run_1/wire_density.png
Scale bar: 20 µm. The die is cut into 16 by 16 equal tiles; white is low, dark blue is high, scaled to the fullest tile. Values are wire area over tile area, all layers added.
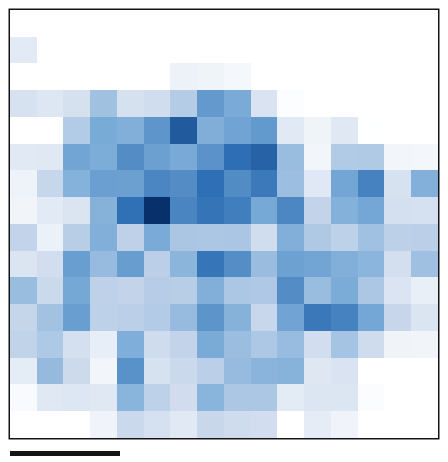
run_1/met3.png
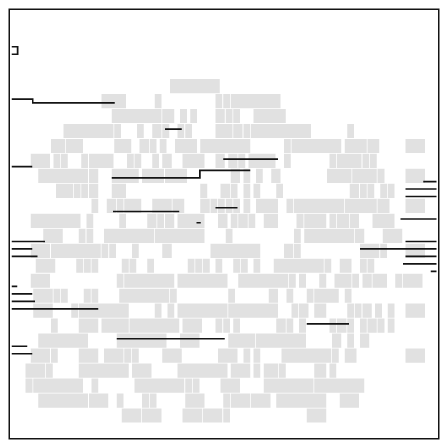
run_1/zoom.png
Region (19, 19) to (59, 59) µm. Cells in gray, sequential cells in the stronger gray; small squares are vias.
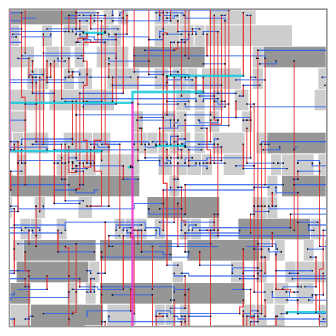
## src/rtl/shift_seq_pkg.sv

```systemverilog
// Shared types and default sizing for the shift_reg sequencer.
package shift_seq_pkg;

  localparam int unsigned DEF_WIDTH = 8;
  localparam int unsigned DEF_DIV_W = 8;

  typedef enum logic [1:0] {
    StIdle,
    StLoad,
    StShift,
    StDone
  } state_t;

endpackage

```

## src/rtl/shift_seq_if.sv

```systemverilog
// Job request port plus the shift_reg drive bundle of the sequencer.
interface shift_seq_if
  import shift_seq_pkg::*;
#(
  parameter int unsigned WIDTH = DEF_WIDTH,
  parameter int unsigned DIV_W = DEF_DIV_W
);
  localparam int unsigned NB_W = $clog2(WIDTH + 1);

  logic             in_valid;
  logic             in_ready;
  logic [WIDTH-1:0] in_data;
  logic             in_dir;
  logic [NB_W-1:0]  in_nbits;
  logic [DIV_W-1:0] in_div;
  logic             fill_in;
  logic             abort;
  logic             sr_load;
  logic             sr_shift;
  logic             sr_dir;
  logic [WIDTH-1:0] sr_data;
  logic             sr_ser_in;
  logic             busy;
  logic             done;

  modport master (
    output in_valid, in_data, in_dir, in_nbits, in_div, fill_in, abort,
    input  in_ready, sr_load, sr_shift, sr_dir, sr_data, sr_ser_in, busy, done
  );

  modport slave (
    input  in_valid, in_data, in_dir, in_nbits, in_div, fill_in, abort,
    output in_ready, sr_load, sr_shift, sr_dir, sr_data, sr_ser_in, busy, done
  );

endinterface

```

## src/rtl/shift_seq_tick_div.sv

```systemverilog
// Down-counting rate divider: reloads on load, counts down when enabled, holds at zero.
module tick_div
  import shift_seq_pkg::*;
#(
  parameter int unsigned DIV_W = DEF_DIV_W
) (
  input  logic             clk,
  input  logic             rst,
  input  logic             load,
  input  logic             en,
  input  logic [DIV_W-1:0] load_val,
  output logic             zero
);

  logic [DIV_W-1:0] count_q;

  always_ff @(posedge clk or posedge rst) begin
    if (rst) begin
      count_q <= '0;
    end else if (load) begin
      count_q <= load_val;
    end else if (en && (count_q != '0)) begin
      count_q <= count_q - 1'b1;
    end
  end

  assign zero = (count_q == '0);

endmodule

```

## src/rtl/shift_seq.sv

```systemverilog
// Sequences one load then a paced train of shift pulses into a downstream shift_reg.
module shift_seq
  import shift_seq_pkg::*;
#(
  parameter int unsigned WIDTH = DEF_WIDTH,
  parameter int unsigned DIV_W = DEF_DIV_W
) (
  input  logic     clk,
  input  logic     rst,
  shift_seq_if.slave bus
);

  localparam int unsigned NB_W = $clog2(WIDTH + 1);

  state_t           state_q, state_d;
  logic [NB_W-1:0]  rem_q, rem_d;
  logic [DIV_W-1:0] div_q, div_d;
  logic [WIDTH-1:0] data_q, data_d;
  logic             dir_q, dir_d;
  logic             load_q, load_d;
  logic             shift_q, shift_d;
  logic             busy_q, busy_d;
  logic             done_q, done_d;

  logic             accept, tick, div_load, div_en, div_zero;
  logic [DIV_W-1:0] div_val;
  logic [NB_W-1:0]  nbits_clamp;

  assign accept      = (state_q == StIdle) && bus.in_valid;
  assign nbits_clamp = (bus.in_nbits > NB_W'(WIDTH)) ? NB_W'(WIDTH) : bus.in_nbits;
  assign div_en      = (state_q == StLoad) || (state_q == StShift);
  // Pulse decision runs one cycle ahead so the registered sr_shift lands on time.
  assign tick        = div_en && div_zero && (rem_q != '0);
  assign div_val     = accept ? bus.in_div : div_q;

  tick_div #(
    .DIV_W (DIV_W)
  ) u_tick_div (
    .clk      (clk),
    .rst      (rst),
    .load     (div_load),
    .en       (div_en),
    .load_val (div_val),
    .zero     (div_zero)
  );

  always_comb begin
    state_d  = state_q;
    rem_d    = rem_q;
    div_d    = div_q;
    dir_d    = dir_q;
    data_d   = '0;
    load_d   = 1'b0;
    shift_d  = 1'b0;
    div_load = 1'b0;

    unique case (state_q)
      StIdle: begin
        if (bus.in_valid) begin
          state_d  = StLoad;
          rem_d    = nbits_clamp;
          div_d    = bus.in_div;
          dir_d    = bus.in_dir;
          data_d   = bus.in_data;
          load_d   = 1'b1;
          div_load = 1'b1;
        end
      end
      StLoad:  state_d = (rem_q == '0) ? StDone : StShift;
      StShift: if (shift_q && (rem_q == '0)) state_d = StDone;
      StDone:  state_d = StIdle;
      default: state_d = StIdle;
    endcase

    if (tick) begin
      shift_d  = 1'b1;
      rem_d    = rem_q - 1'b1;
      div_load = 1'b1;
    end

    // Abort wins over completion and any pending pulse.
    if ((state_q != StIdle) && bus.abort) begin
      state_d = StIdle;
      shift_d = 1'b0;
    end

    if (state_d == StIdle) begin
      dir_d = 1'b0;
      rem_d = '0;
    end

    busy_d = (state_d != StIdle);
    done_d = (state_d == StDone);
  end

  always_ff @(posedge clk or posedge rst) begin
    if (rst) begin
      state_q <= StIdle;
      rem_q   <= '0;
      div_q   <= '0;
      data_q  <= '0;
      dir_q   <= 1'b0;
      load_q  <= 1'b0;
      shift_q <= 1'b0;
      busy_q  <= 1'b0;
      done_q  <= 1'b0;
    end else begin
      state_q <= state_d;
      rem_q   <= rem_d;
      div_q   <= div_d;
      data_q  <= data_d;
      dir_q   <= dir_d;
      load_q  <= load_d;
      shift_q <= shift_d;
      busy_q  <= busy_d;
      done_q  <= done_d;
    end
  end

  assign bus.in_ready  = (state_q == StIdle);
  assign bus.sr_load   = load_q;
  assign bus.sr_shift  = shift_q;
  assign bus.sr_dir    = dir_q;
  assign bus.sr_data   = data_q;
  assign bus.sr_ser_in = bus.fill_in;
  assign bus.busy      = busy_q;
  assign bus.done      = done_q;

endmodule

```

## src/flat_wrapper.sv

```systemverilog
// flat-port wrapper written by rule: the top's interface ports become plain ports
module shift_seq_flat import shift_seq_pkg::*;
#(
  parameter int unsigned WIDTH = DEF_WIDTH,
  parameter int unsigned DIV_W = DEF_DIV_W
)
  (clk, rst, bus_in_valid, bus_in_data, bus_in_dir, bus_in_nbits, bus_in_div, bus_fill_in, bus_abort, bus_in_ready, bus_sr_load, bus_sr_shift, bus_sr_dir, bus_sr_data, bus_sr_ser_in, bus_busy, bus_done);
  shift_seq_if #(.WIDTH(WIDTH), .DIV_W(DIV_W)) bus_i ();
  input  logic clk;
  input  logic rst;
  input wire logic [$bits(bus_i.in_valid)-1:0] bus_in_valid;
  input wire logic [$bits(bus_i.in_data)-1:0] bus_in_data;
  input wire logic [$bits(bus_i.in_dir)-1:0] bus_in_dir;
  input wire logic [$bits(bus_i.in_nbits)-1:0] bus_in_nbits;
  input wire logic [$bits(bus_i.in_div)-1:0] bus_in_div;
  input wire logic [$bits(bus_i.fill_in)-1:0] bus_fill_in;
  input wire logic [$bits(bus_i.abort)-1:0] bus_abort;
  output wire logic [$bits(bus_i.in_ready)-1:0] bus_in_ready;
  output wire logic [$bits(bus_i.sr_load)-1:0] bus_sr_load;
  output wire logic [$bits(bus_i.sr_shift)-1:0] bus_sr_shift;
  output wire logic [$bits(bus_i.sr_dir)-1:0] bus_sr_dir;
  output wire logic [$bits(bus_i.sr_data)-1:0] bus_sr_data;
  output wire logic [$bits(bus_i.sr_ser_in)-1:0] bus_sr_ser_in;
  output wire logic [$bits(bus_i.busy)-1:0] bus_busy;
  output wire logic [$bits(bus_i.done)-1:0] bus_done;
  assign bus_i.in_valid = bus_in_valid;
  assign bus_i.in_data = bus_in_data;
  assign bus_i.in_dir = bus_in_dir;
  assign bus_i.in_nbits = bus_in_nbits;
  assign bus_i.in_div = bus_in_div;
  assign bus_i.fill_in = bus_fill_in;
  assign bus_i.abort = bus_abort;
  assign bus_in_ready = bus_i.in_ready;
  assign bus_sr_load = bus_i.sr_load;
  assign bus_sr_shift = bus_i.sr_shift;
  assign bus_sr_dir = bus_i.sr_dir;
  assign bus_sr_data = bus_i.sr_data;
  assign bus_sr_ser_in = bus_i.sr_ser_in;
  assign bus_busy = bus_i.busy;
  assign bus_done = bus_i.done;
  shift_seq #(.WIDTH(WIDTH), .DIV_W(DIV_W)) u_core (.clk(clk), .rst(rst), .bus(bus_i));
endmodule
```

## config.mk

```make
export PLATFORM = sky130hd
export DESIGN_NAME = shift_seq_flat
export DESIGN_NICKNAME = d
export VERILOG_FILES = /design/src/rtl/shift_seq_pkg.sv /design/src/rtl/shift_seq_if.sv /design/src/rtl/shift_seq_tick_div.sv /design/src/rtl/shift_seq.sv /design/src/flat_wrapper.sv
export SDC_FILE = /design/constraint.sdc
export NUM_CORES = 1
export LEC_CHECK = 0
export ABC_AREA = 1
export CORE_MARGIN = 2
export CORE_UTILIZATION = 35
export CTS_BUF_LIST = sky130_fd_sc_hd__clkbuf_8
export CTS_CLUSTER_DIAMETER = 30
export DETAILED_ROUTE_END_ITERATION = 10
export GPL_ROUTABILITY_DRIVEN = 1
export PLACE_DENSITY = 0.63
export SKIP_LAST_GASP = 1
export SYNTH_ARGS = -nofsm -noshare
export SYNTH_HDL_FRONTEND = slang
export SYNTH_HIERARCHICAL = 1
export SYNTH_SLANG_ARGS = --single-unit
```

## constraint.sdc

```tcl
create_clock -name clk -period 2.8 [get_ports clk]
set_clock_uncertainty 0.1 [all_clocks]
set_input_delay 0.84 -clock clk [delete_from_list [all_inputs] [get_ports clk]]
set_output_delay 0.84 -clock clk [all_outputs]
set_load 0.01 [all_outputs]
```

==> impl_metrics.py, run 1 <==
# Auto-generated metrics
metrics = {
    "power": {
        "power_density_nw_per_um2": 1100,
        "p_leak_uw": 0.00130,
        "p_int_uw": 1540,
        "vdd_drop_max_mv": 0.576,
        "total_power_uw": 2720,
        "share_comb_of_total_power_pct": 53.5,
        "clkPwrFrac_pct": 16.2,
        "seqPwrFrac_pct": 30.3,
        "p_switching_uw": 1180,
        "netSwitchingFraction_pct": 43.5,
    },
    "worst_setup_path": {
        "startpoint": "u_core/state_q[0]",
        "r2r_setup_slack_ns": 0.59,
        "worstPathMaxFanout": 4,
        "slowest_stage": "clkdlybuf4s50_1",
        "path_depth": 3,
        "reg2reg_from": "u_core/u_tick_div/count_q[0]",
        "path_delay_family": "buffers and inverters",
        "worstPathArrival_ns": 1.63,
        "start_kind": "register",
        "cp_cell_sequence": "inv_1 -> ha_1 -> clkdlybuf4s50_1",
        "crit_type": "register to output pin",
        "r2r_cells": 12,
        "critPathMaxStageDelay_ns": 0.58,
        "crit_required_ns": 1.86,
        "critPathCapture": "bus_in_ready",
        "cp.buffers_inverters": 2,
        "end_kind": "output pin",
        "timing.rr.end": "u_core/u_tick_div/count_q[5]",
    },
    "sta": {
        "max-slew-margin-rel_pct": 73.1,
        "worstMarginPinSlew_ns": 0.403,
        "rsz0062_at_grt": "no",
        "period_used_pct": 92.0,
        "finalHoldViolCount": 0,
        "min_period_ns": 2.57,
        "drv_slew": 0,
        "worst_slack_ns": 0.225,
        "timing.fmax_mhz": 388,
        "setup_viol": 0,
    },
    "place": {
        "dpl_cell_area_um2": 2360,
        "globalplace.congestion": 0.846,
        "dp_slack_ns": 0.354,
        "hpwl_um": 2930,
        "port_buffers": 38,
    },
    "global_route": {
        "met2_usage_pct": 23.3,
        "grt_busiest_layer": "met2",
        "grt_overflow": 0,
        "use_met1_pct": 18.7,
        "grt_max_degree": 28,
        "grt_pass1_vias": 1489,
        "grt_pass1_wl_um": 6890,
        "antenna_found_initial": 0,
        "grt_usage_pct": 14.5,
    },
    "cells_and_area": {
        "layout-drive-gt1-share_pct": 12.7,
        "areaGrowthSynthToFinish_pct": 29.7,
        "logic_area_um2": 845,
        "antenna_cells": 0,
        "fin_util_pct": 47.7,
        "regArea_um2": 876,
        "fin_area_um2": 2470,
        "fin_nets": 316,
    },
    "yosys": {
        "ys.flop_type": "dfrtp_1",
        "largest_area_cell": "dfrtp_1",
        "xor_area_share_pct": 1.38,
        "synth.distinct_cells": 28,
        "netlist.area_leader.share_pct": 46.0,
        "topCellsByArea": "dfrtp_1 (46%), nand2_1 (14%), inv_1 (6.9%), nand3_1 (5.8%), nor2_1 (5.1%)",
        "synth_dominant_cell_count": "nand2_1",
        "ys_chip_area_um2": 1900,
        "async_reset_ff_share_pct": 100,
        "synth_flop_count": 35,
        "yosys.area_share.aoi_pct": 5.85,
        "syn_nets": 273,
        "ys_sh_simple_pct": 33.2,
        "ys_seq_share_pct": 46.0,
        "adder_share_pct": 3.94,
        "ys_top_logic_family": "simple AND/OR/NAND/NOR gates",
        "yosysCellCount": 241,
        "syn_inst": 241,
        "yosys_warnings": 6,
    },
    "floorplanning": {
        "pin_count": 41,
        "die_h_um": 77.7,
        "chip_area_um2": 6040,
        "core-area_um2": 5170,
        "die_w_um": 77.7,
        "rows": 26,
        "initial_utilization_pct": 36.8,
    },
    "cts": {
        "clk_path_buf_depth": 2,
        "clock-sinks": 35,
        "clkTransAtPathRegs_ns": 0.07,
        "clockRootBuffer": "clkbuf_8",
        "cts_tree": "built",
        "htree_levels": 2,
        "cts_resized": 0,
        "clk-insertion-delay-late_ns": 0.29,
        "cts_hold_repair.buffers": 0,
        "post_cts_buffers": 0,
        "cts_made_buffers": 5,
    },
    "drt": {
        "met3WireLength_um": 199,
        "highest_layer": "met4",
        "wl_met1_um": 1830,
        "viasPerCell": 4.38,
        "antenna_left": 0,
        "wl_per_cell_um": 11.2,
        "drt_iter0_drc": 46,
        "dr.pass1.iters": 5,
        "drcViolationCount": 0,
        "wl_met2_um": 1880,
    },
    "run_status": {
        "run_status": "finished clean",
    },
    "hold_path": {
        "min_path_cells": 2,
        "holdPathEnd": "u_core/div_q[4]",
        "min_path_type": "register to register",
        "min_from": "u_core/div_q[4]",
    },
    "job": {
        "warnings": 29,
        "max-cap-violations": 0,
    },
}
Back to the opening pictures, wire_density.png:
densest ninth of the die: center
nearly empty tiles: 27%
tiles over half the peak: 17%

Back to the opening pictures, met3.png:
longest straight run: 19.3 µm
main direction: horizontal
nets with wire on the layer: 26
WL final: 3960 µm
DR vias: 1552
GR Util met3: 4.30%

Back to the opening pictures, zoom.png:
legend:
  met4:
    color: magenta
  met3:
    color: cyan
  met1:
    color: blue
  met2:
    color: red
most frequent: nand2_1 (40), inv_1 (17), dfrtp_1 (16)
netlist names of flops here include: u_core/div_q (5), u_core/u_tick_div/count_q (4), u_core/rem_q (2)
sequential cells in the window: 16
cells with their middle in the window: 130

## run 1: area by class of cell
| cell class | instances | area share, % |
|---|---|---|
| Multi-Input combinational cell | 161 | 34.2 |
| Inverter | 40 | 6.09 |
| Clock buffer | 5 | 2.79 |
| Sequential cell | 35 | 35.5 |
| Clock inverter | 2 | 1.52 |
| Tap cell | 70 | 3.55 |
| Timing Repair Buffer | 41 | 16.3 |
## run 1: layout by cell type (no fill, tap or decap), types with 3 or more instances in the layout
cell and n:
clkbuf_8 5, nor2_1 26, inv_2 5, clkdlybuf4s50_1 38, nand2_1 70, buf_4 3
nand2_2 4, o21ai_0 4, ha_1 6, nand2_4 6, a21oi_1 4, dfrtp_1 35
inv_1 35, nand3_1 22, o21ai_2 3
## run 1: stage by stage
step                hold WS [ns]  std cells
CTS                        0.385        354
global placement           0.359        347
finish                     0.379        354
detailed placement         0.365        347
global route               0.403        354
floorplan                  0.338        241
## run 1: power groups by stage
stage | clock, µW | combinational, µW | sequential, µW
5_1_grt | 482 | 1670 | 850
6_report | 441 | 1460 | 826
3_3_place_gp | 0 | 1430 | 834
2_1_floorplan | 0 | 1070 | 837
3_5_place_dp | 0 | 1450 | 833
4_1_cts | 455 | 1470 | 826
## run 1: kinds of logic (layout without fill, tap and decap cells)
group                    count (synthesis)  count (layout)
AND/OR/NAND/NOR                        137             137
flip-flops                              35              35
AND-OR/OR-AND                           15              15
adder cells (fa/ha/maj)                  6               6
buffers and inverters                   45              88
XOR/XNOR                                 3               3
## run 1: sequential cells by signal (all words and copies together), names as in the netlist
register and cells:
u_core/bus.sr_data 8, u_core/div_q 8, u_core/u_tick_div/count_q 8, u_core/rem_q 4
u_core/state_q 2, u_core/bus.busy 1, u_core/bus.done 1, u_core/bus.sr_dir 1
u_core/bus.sr_load 1, u_core/bus.sr_shift 1
==> run 2: changes to the inputs <==
--- a/config.mk
+++ b/config.mk
@@ -7,12 +7,12 @@
 export LEC_CHECK = 0
 export ABC_AREA = 1
 export CORE_MARGIN = 2
-export CORE_UTILIZATION = 35
+export CORE_UTILIZATION = 56
 export CTS_BUF_LIST = sky130_fd_sc_hd__clkbuf_8
 export CTS_CLUSTER_DIAMETER = 30
 export DETAILED_ROUTE_END_ITERATION = 10
 export GPL_ROUTABILITY_DRIVEN = 1
-export PLACE_DENSITY = 0.63
+export PLACE_DENSITY = 0.91
 export SKIP_LAST_GASP = 1
 export SYNTH_ARGS = -nofsm -noshare
 export SYNTH_HDL_FRONTEND = slang
run_2/final_clocks.png
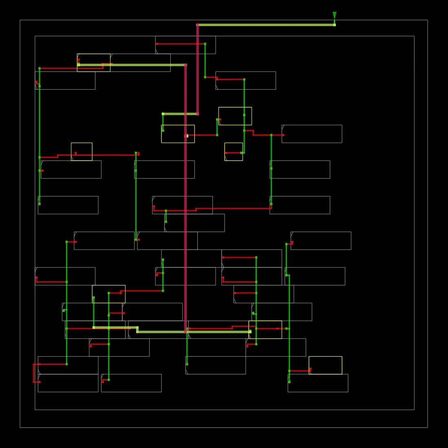
Flop Count: 35
Num CTS Buffers: 5
Latency at later pin: 0.29 ns
CTS sink count: 35

run_2/met3.png
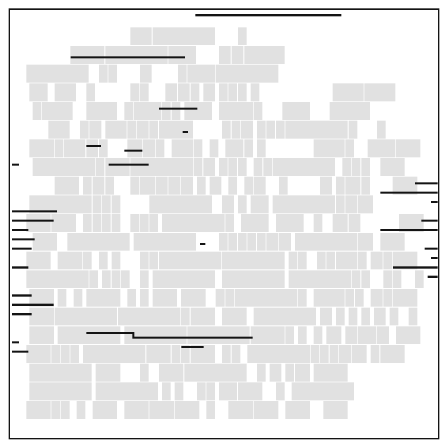
nets with wire on the layer: 27
share of all routed wire: 3.7%
main direction: horizontal
WL final: 3980 µm
GR Util met3: 5.98%
DR vias: 1590

run_2/clock_map.png
Scale bar: 20 µm.
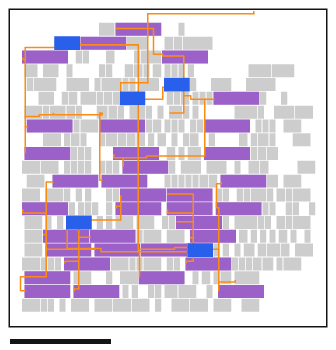
legend:
  clock wires:
    color: orange
    length: 431 µm
  flip-flops:
    color: purple
    count: 35
  cells driving clock nets:
    color: blue
    count: 5
routed clock nets: 6
Clock Power: 391 µW
Clock Power Share: 14.6%

==> impl_metrics.py, run 2 <==
# Auto-generated metrics
metrics = {
    "worst_setup_path": {
        "crit_required_ns": 1.86,
        "end_kind": "output pin",
        "start_kind": "register",
        "r2r_setup_slack_ns": 0.62,
        "cp.buffers_inverters": 2,
        "reg2reg_from": "u_core/u_tick_div/count_q[0]",
        "worstPathMaxFanout": 4,
        "path_delay_family": "buffers and inverters",
        "cp_cell_sequence": "inv_1 -> ha_1 -> clkdlybuf4s50_1",
        "crit_type": "register to output pin",
        "critPathMaxStageDelay_ns": 0.57,
    },
    "cells_and_area": {
        "layout-drive-gt1-share_pct": 13.0,
        "areaGrowthSynthToFinish_pct": 27.7,
        "final_cell_mix": "nand2_1 (70), clkdlybuf4s50_1 (38), inv_1 (35), dfrtp_1 (35), nor2_1 (26)",
        "final_common_cell": "nand2_1",
        "logic_area_um2": 845,
        "regArea_um2": 876,
    },
    "drt": {
        "drcViolationCount": 0,
        "wl_per_cell_um": 12.0,
        "antenna_left": 0,
        "dr.pass1.iters": 4,
        "viasPerCell": 4.80,
        "drt_iter0_drc": 93,
    },
    "floorplanning": {
        "core-area_um2": 3310,
        "initial_utilization_pct": 57.5,
        "die_w_um": 62.3,
        "die_h_um": 62.3,
        "chip_area_um2": 3880,
        "pin_count": 41,
        "rows": 21,
    },
    "cts": {
        "cts_resized": 0,
        "cts_tree": "built",
        "clk_path_buf_depth": 2,
        "cts_hold_repair.buffers": 0,
        "post_cts_buffers": 0,
        "htree_levels": 2,
    },
    "yosys": {
        "syn_inst": 241,
        "synth.distinct_cells": 28,
        "topCellsByArea": "dfrtp_1 (46%), nand2_1 (14%), inv_1 (6.9%), nand3_1 (5.8%), nor2_1 (5.1%)",
        "synth_dominant_cell_count": "nand2_1",
        "syn_nets": 273,
        "largest_area_cell": "dfrtp_1",
        "async_reset_ff_share_pct": 100,
        "yosysCellCount": 241,
        "ys_seq_share_pct": 46.0,
        "ys.flop_type": "dfrtp_1",
        "synth_flop_count": 35,
    },
    "power": {
        "p_leak_uw": 0.00129,
        "p_int_uw": 1480,
        "power-top-group": "combinational cells",
        "netSwitchingFraction_pct": 44.9,
        "total_power_uw": 2690,
        "p_comb_uw": 1470,
        "power_density_nw_per_um2": 1110,
        "p_switching_uw": 1210,
    },
    "sta": {
        "rsz0062_at_grt": "no",
        "worst_slack_ns": 0.206,
        "min_period_ns": 2.59,
        "finalHoldViolCount": 0,
        "max-slew-margin-rel_pct": 72.3,
        "drv_slew": 0,
    },
    "run_status": {
        "run_status": "finished clean",
    },
    "hold_path": {
        "holdPathEnd": "u_core/div_q[4]",
        "min_path_type": "register to register",
        "min_path_cells": 2,
    },
    "place": {
        "dp_slack_ns": 0.301,
        "hpwl_um": 3070,
        "port_buffers": 38,
        "dp_cells": 323,
        "globalplace.congestion": 0.857,
    },
    "global_route": {
        "grt_max_degree": 28,
        "grt_pass1_vias": 1562,
        "grt_usage_pct": 23.2,
        "grt_pass1_wl_um": 7010,
        "grt_overflow": 0,
    },
    "job": {
        "warnings": 29,
        "max-cap-violations": 0,
    },
}
## run 2: cell counts after synthesis
Identical to the previous run, type by type.
## run 2: worst max path at each step
stage,from,to,slack (ns),cells past startpoint
floorplan,u_core/u_tick_div/count_q[0],u_core/u_tick_div/count_q[1],0.89,12
global placement,bus_in_valid,u_core/u_tick_div/count_q[5],0.34,7
detailed placement,bus_in_valid,u_core/u_tick_div/count_q[5],0.30,7
CTS,u_core/state_q[0],bus_in_ready,0.18,3
global route,u_core/state_q[0],bus_in_ready,0.11,3
finish,u_core/state_q[0],bus_in_ready,0.21,3
## run 2: metrics by stage
stage               util [%]  instance area, µm²  hold WS [ns]
finish                  73.4                2430         0.377
global route            73.4                2430         0.412
CTS                     73.4                2430         0.379
detailed placement      70.4                2330         0.362
global placement        70.4                2330         0.358
floorplan                  -                1900         0.338
## run 2: per-layer routing
layer / track usage (%) / part of all wire, %
met1: 27.8 / 42
met4: 7.50 / 1.7
met5: 0 / 0
met3: 5.98 / 3.7
met2: 40.9 / 52
## run 2: tightest hold or removal path, stage by stage (launching register included)
cell and delay (ns):
dfrtp_1 0.32, nand2_1 0.05, nand2_1 0.07
## run 2: logic make-up (layout without fill, tap and decap cells)
kind of cell / after synthesis / in the layout / share of synthesized area, %
and+or+nand+nor: 137 / 137 / 33.2
buffers and inverters: 45 / 89 / 9.60
DFF: 35 / 35 / 46.0
AOI/OAI and AO/OA: 15 / 15 / 5.85
adders and majority gates: 6 / 6 / 3.94
xor gates and xnor gates: 3 / 3 / 1.38
## run 2: cell type report
| class | count | share of cell area (%) |
|---|---|---|
| clock buffers | 6 | 3.40 |
| clock inverters | 2 | 0.669 |
| inverters | 40 | 6.18 |
| multi-input cells | 161 | 34.8 |
| flip-flops and latches | 35 | 36.0 |
| well taps | 46 | 2.37 |
| repair buffers | 41 | 16.6 |
==> run 3: changes to the inputs <==
--- a/config.mk
+++ b/config.mk
@@ -7,12 +7,12 @@
 export LEC_CHECK = 0
 export ABC_AREA = 1
 export CORE_MARGIN = 2
-export CORE_UTILIZATION = 56
+export CORE_UTILIZATION = 30
 export CTS_BUF_LIST = sky130_fd_sc_hd__clkbuf_8
 export CTS_CLUSTER_DIAMETER = 30
 export DETAILED_ROUTE_END_ITERATION = 10
 export GPL_ROUTABILITY_DRIVEN = 1
-export PLACE_DENSITY = 0.91
+export PLACE_DENSITY = 0.56
 export SKIP_LAST_GASP = 1
 export SYNTH_ARGS = -nofsm -noshare
 export SYNTH_HDL_FRONTEND = slang
run_3/met3.png
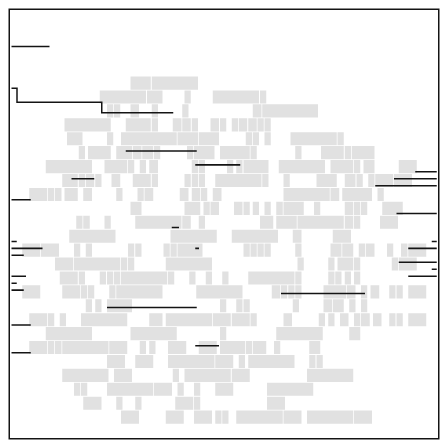
wire length on this layer: 183 µm
nets with wire on the layer: 23
main direction: horizontal

run_3/final_clocks.png
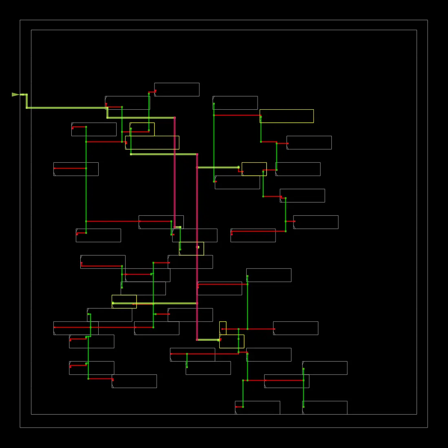
CLK BUF: 5
Clock Power: 538 µW

run_3/zoom.png
Region (22, 22) to (62, 62) µm. Cells in gray, sequential cells in the stronger gray; small squares are vias.
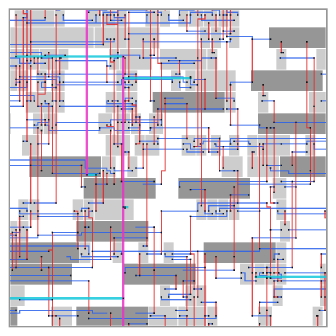
legend:
  met2:
    color: red
  met4:
    color: magenta
  met3:
    color: cyan
  met1:
    color: blue
netlist names of flops here include: u_core/div_q (5), u_core/u_tick_div/count_q (3), u_core/rem_q (2)
cells with their middle in the window: 111
most frequent: nand2_1 (35), dfrtp_1 (14), nor2_1 (13)
sequential cells in the window: 14

==> impl_metrics.py, run 3 <==
# Auto-generated metrics
metrics = {
    "run_status": {
        "run_status": "finished clean",
    },
    "cells_and_area": {
        "final_cells": 362,
        "antenna_cells": 0,
        "final_common_cell": "nand2_1",
        "fin_util_pct": 40.1,
        "layout-drive-gt1-share_pct": 12.6,
        "fin_nets": 316,
        "final_cell_mix": "nand2_1 (70), clkdlybuf4s50_1 (38), inv_1 (36), dfrtp_1 (35), nor2_1 (26)",
        "areaGrowthSynthToFinish_pct": 31.5,
    },
    "yosys": {
        "syn_avg_cell_area_um2": 7.90,
        "ys_top_logic_family": "simple AND/OR/NAND/NOR gates",
        "syn_nets": 273,
        "syn_inst": 241,
        "synth_dominant_cell_count": "nand2_1",
        "yosys.area_share.aoi_pct": 5.85,
        "netlist_top_cells_count": "nand2_1 (70), dfrtp_1 (35), inv_1 (35)",
        "synth.area.mux_share_pct": 0,
        "netlist.area_leader.share_pct": 46.0,
        "yosysCellCount": 241,
        "ys_chip_area_um2": 1900,
        "synth_flop_count": 35,
        "edf_count": 0,
        "adder_share_pct": 3.94,
        "xor_area_share_pct": 1.38,
        "ys.flop_type": "dfrtp_1",
        "synth.distinct_cells": 28,
        "yosys_warnings": 6,
        "topCellsByArea": "dfrtp_1 (46%), nand2_1 (14%), inv_1 (6.9%), nand3_1 (5.8%), nor2_1 (5.1%)",
        "ys_seq_share_pct": 46.0,
        "largest_area_cell": "dfrtp_1",
        "async_reset_ff_share_pct": 100,
        "ys_sh_simple_pct": 33.2,
        "syn-cell-area_um2": 1900,
    },
    "cts": {
        "clk-insertion-delay-late_ns": 0.29,
        "clk_path_buf_depth": 2,
        "post_cts_buffers": 0,
        "htree_levels": 2,
        "cts_tree": "built",
        "cts_hold_repair.buffers": 0,
        "clockRootBuffer": "clkbuf_8",
        "clock-sinks": 35,
        "cts_resized": 0,
        "clkTransAtPathRegs_ns": 0.07,
        "cts_made_buffers": 5,
    },
    "drt": {
        "antenna_left": 0,
        "dr.pass1.iters": 4,
        "wirelength_um": 3970,
        "drcViolationCount": 0,
        "viasPerCell": 4.36,
        "wl_per_cell_um": 11.0,
        "drt_iter0_drc": 56,
        "via_count": 1578,
    },
    "worst_setup_path": {
        "worstPathArrival_ns": 1.64,
        "path_depth": 3,
        "worstPathMaxFanout": 4,
        "r2r_cells": 12,
        "slowest_stage": "clkdlybuf4s50_1",
        "cp_cell_sequence": "inv_1 -> ha_1 -> clkdlybuf4s50_1",
        "crit_type": "register to output pin",
        "timing.rr.end": "u_core/u_tick_div/count_q[5]",
        "crit_required_ns": 1.86,
        "end_kind": "output pin",
        "path_delay_family": "buffers and inverters",
        "cp.buffers_inverters": 2,
        "r2r_setup_slack_ns": 0.58,
        "critPathMaxStageDelay_ns": 0.58,
        "startpoint": "u_core/state_q[0]",
        "reg2reg_from": "u_core/u_tick_div/count_q[0]",
        "critPathCapture": "bus_in_ready",
        "start_kind": "register",
    },
    "place": {
        "dp_cells": 354,
        "hpwl_um": 2880,
        "globalplace.congestion": 0.762,
        "port_buffers": 38,
    },
    "global_route": {
        "grt_usage_pct": 11.9,
        "grt_max_degree": 28,
        "grt_overflow": 0,
        "grt_pass1_wl_um": 6780,
        "grt_pass1_vias": 1481,
        "antenna_found_initial": 0,
    },
    "power": {
        "share_comb_of_total_power_pct": 51.5,
        "seqPwrFrac_pct": 29.4,
        "p_leak_uw": 0.00131,
        "p_int_uw": 1630,
        "clkPwrFrac_pct": 19.1,
        "total_power_uw": 2810,
        "p_switching_uw": 1180,
        "vdd_drop_max_mv": 0.475,
        "power_density_nw_per_um2": 1120,
        "netSwitchingFraction_pct": 42.1,
    },
    "hold_path": {
        "min_from": "u_core/div_q[4]",
        "min_path_type": "register to register",
    },
    "sta": {
        "period_used_pct": 92.2,
        "min_period_ns": 2.58,
        "max-slew-margin-rel_pct": 72.7,
        "finalHoldViolCount": 0,
        "worstMarginPinSlew_ns": 0.410,
        "rsz0062_at_grt": "no",
        "fin_tns_setup_ns": 0,
        "timing.fmax_mhz": 387,
        "setup_viol": 0,
        "drv_slew": 0,
    },
    "floorplanning": {
        "die_h_um": 83.6,
        "die_w_um": 83.6,
        "rows": 29,
        "core-area_um2": 6240,
        "chip_area_um2": 7000,
        "initial_utilization_pct": 30.5,
        "pin_count": 41,
    },
    "job": {
        "warnings": 29,
        "max-cap-violations": 0,
    },
}
==> run 3: cell counts after synthesis <==
No cell type changed its count.
==> run 3: worst reg2reg max path, stage by stage, from the launching register on <==
cell and delay [ns]:
dfrtp_1 0.38, inv_1 0.17, ha_1 0.20, nand2_1 0.12, nor2_1 0.18, nand2_1 0.07
inv_1 0.09, nand2_4 0.10, nand2_4 0.07, inv_1 0.18, or2_2 0.35, nand3_2 0.07
nand2_1 0.05
==> run 3: area by class of cell <==
type / instances / area (µm²)
clock inverters: 3 / 63.8
well taps: 77 / 96.3
fillers: 639 / 3740
inverters: 40 / 150
flip-flops and latches: 35 / 876
repair buffers: 41 / 403
multi-input cells: 161 / 845
clock buffers: 5 / 68.8
==> run 3: worst min-delay path by stage <==
stage	cells past startpoint	slack (ns)	to
3_3_place_gp	2	0.36	u_core/div_q[6]
6_report	2	0.38	u_core/div_q[4]
4_1_cts	2	0.38	u_core/div_q[4]
5_1_grt	2	0.40	u_core/div_q[6]
2_1_floorplan	2	0.34	u_core/div_q[5]
3_5_place_dp	2	0.36	u_core/div_q[6]
==> run 3: layer usage <==
metal,wire [µm],GRT usage [%]
met1,1920,15.6
met2,1800,18.8
met3,183,3.36
met4,60,4.40
met5,0,0
==> run 3: power groups by stage <==
stage / Sequential (µW) / Clock, µW / Combinational, µW
after floorplan: 837 / 0 / 1070
after global placement: 831 / 0 / 1450
after detailed placement: 834 / 0 / 1460
after CTS: 827 / 556 / 1470
after global routing: 850 / 571 / 1650
final: 827 / 538 / 1450
==> run 3: per-stage QoR <==
stage               cell area, µm²  hold WS, ns  setup WS, ns
floorplan                     1900        0.338         0.888
global placement              2370        0.360         0.311
detailed placement            2370        0.362         0.269
CTS                           2500        0.381         0.199
global route                  2500        0.402         0.148
finish                        2500        0.378         0.218
Power figures rest on the tool's default switching activity, not on a simulated workload.
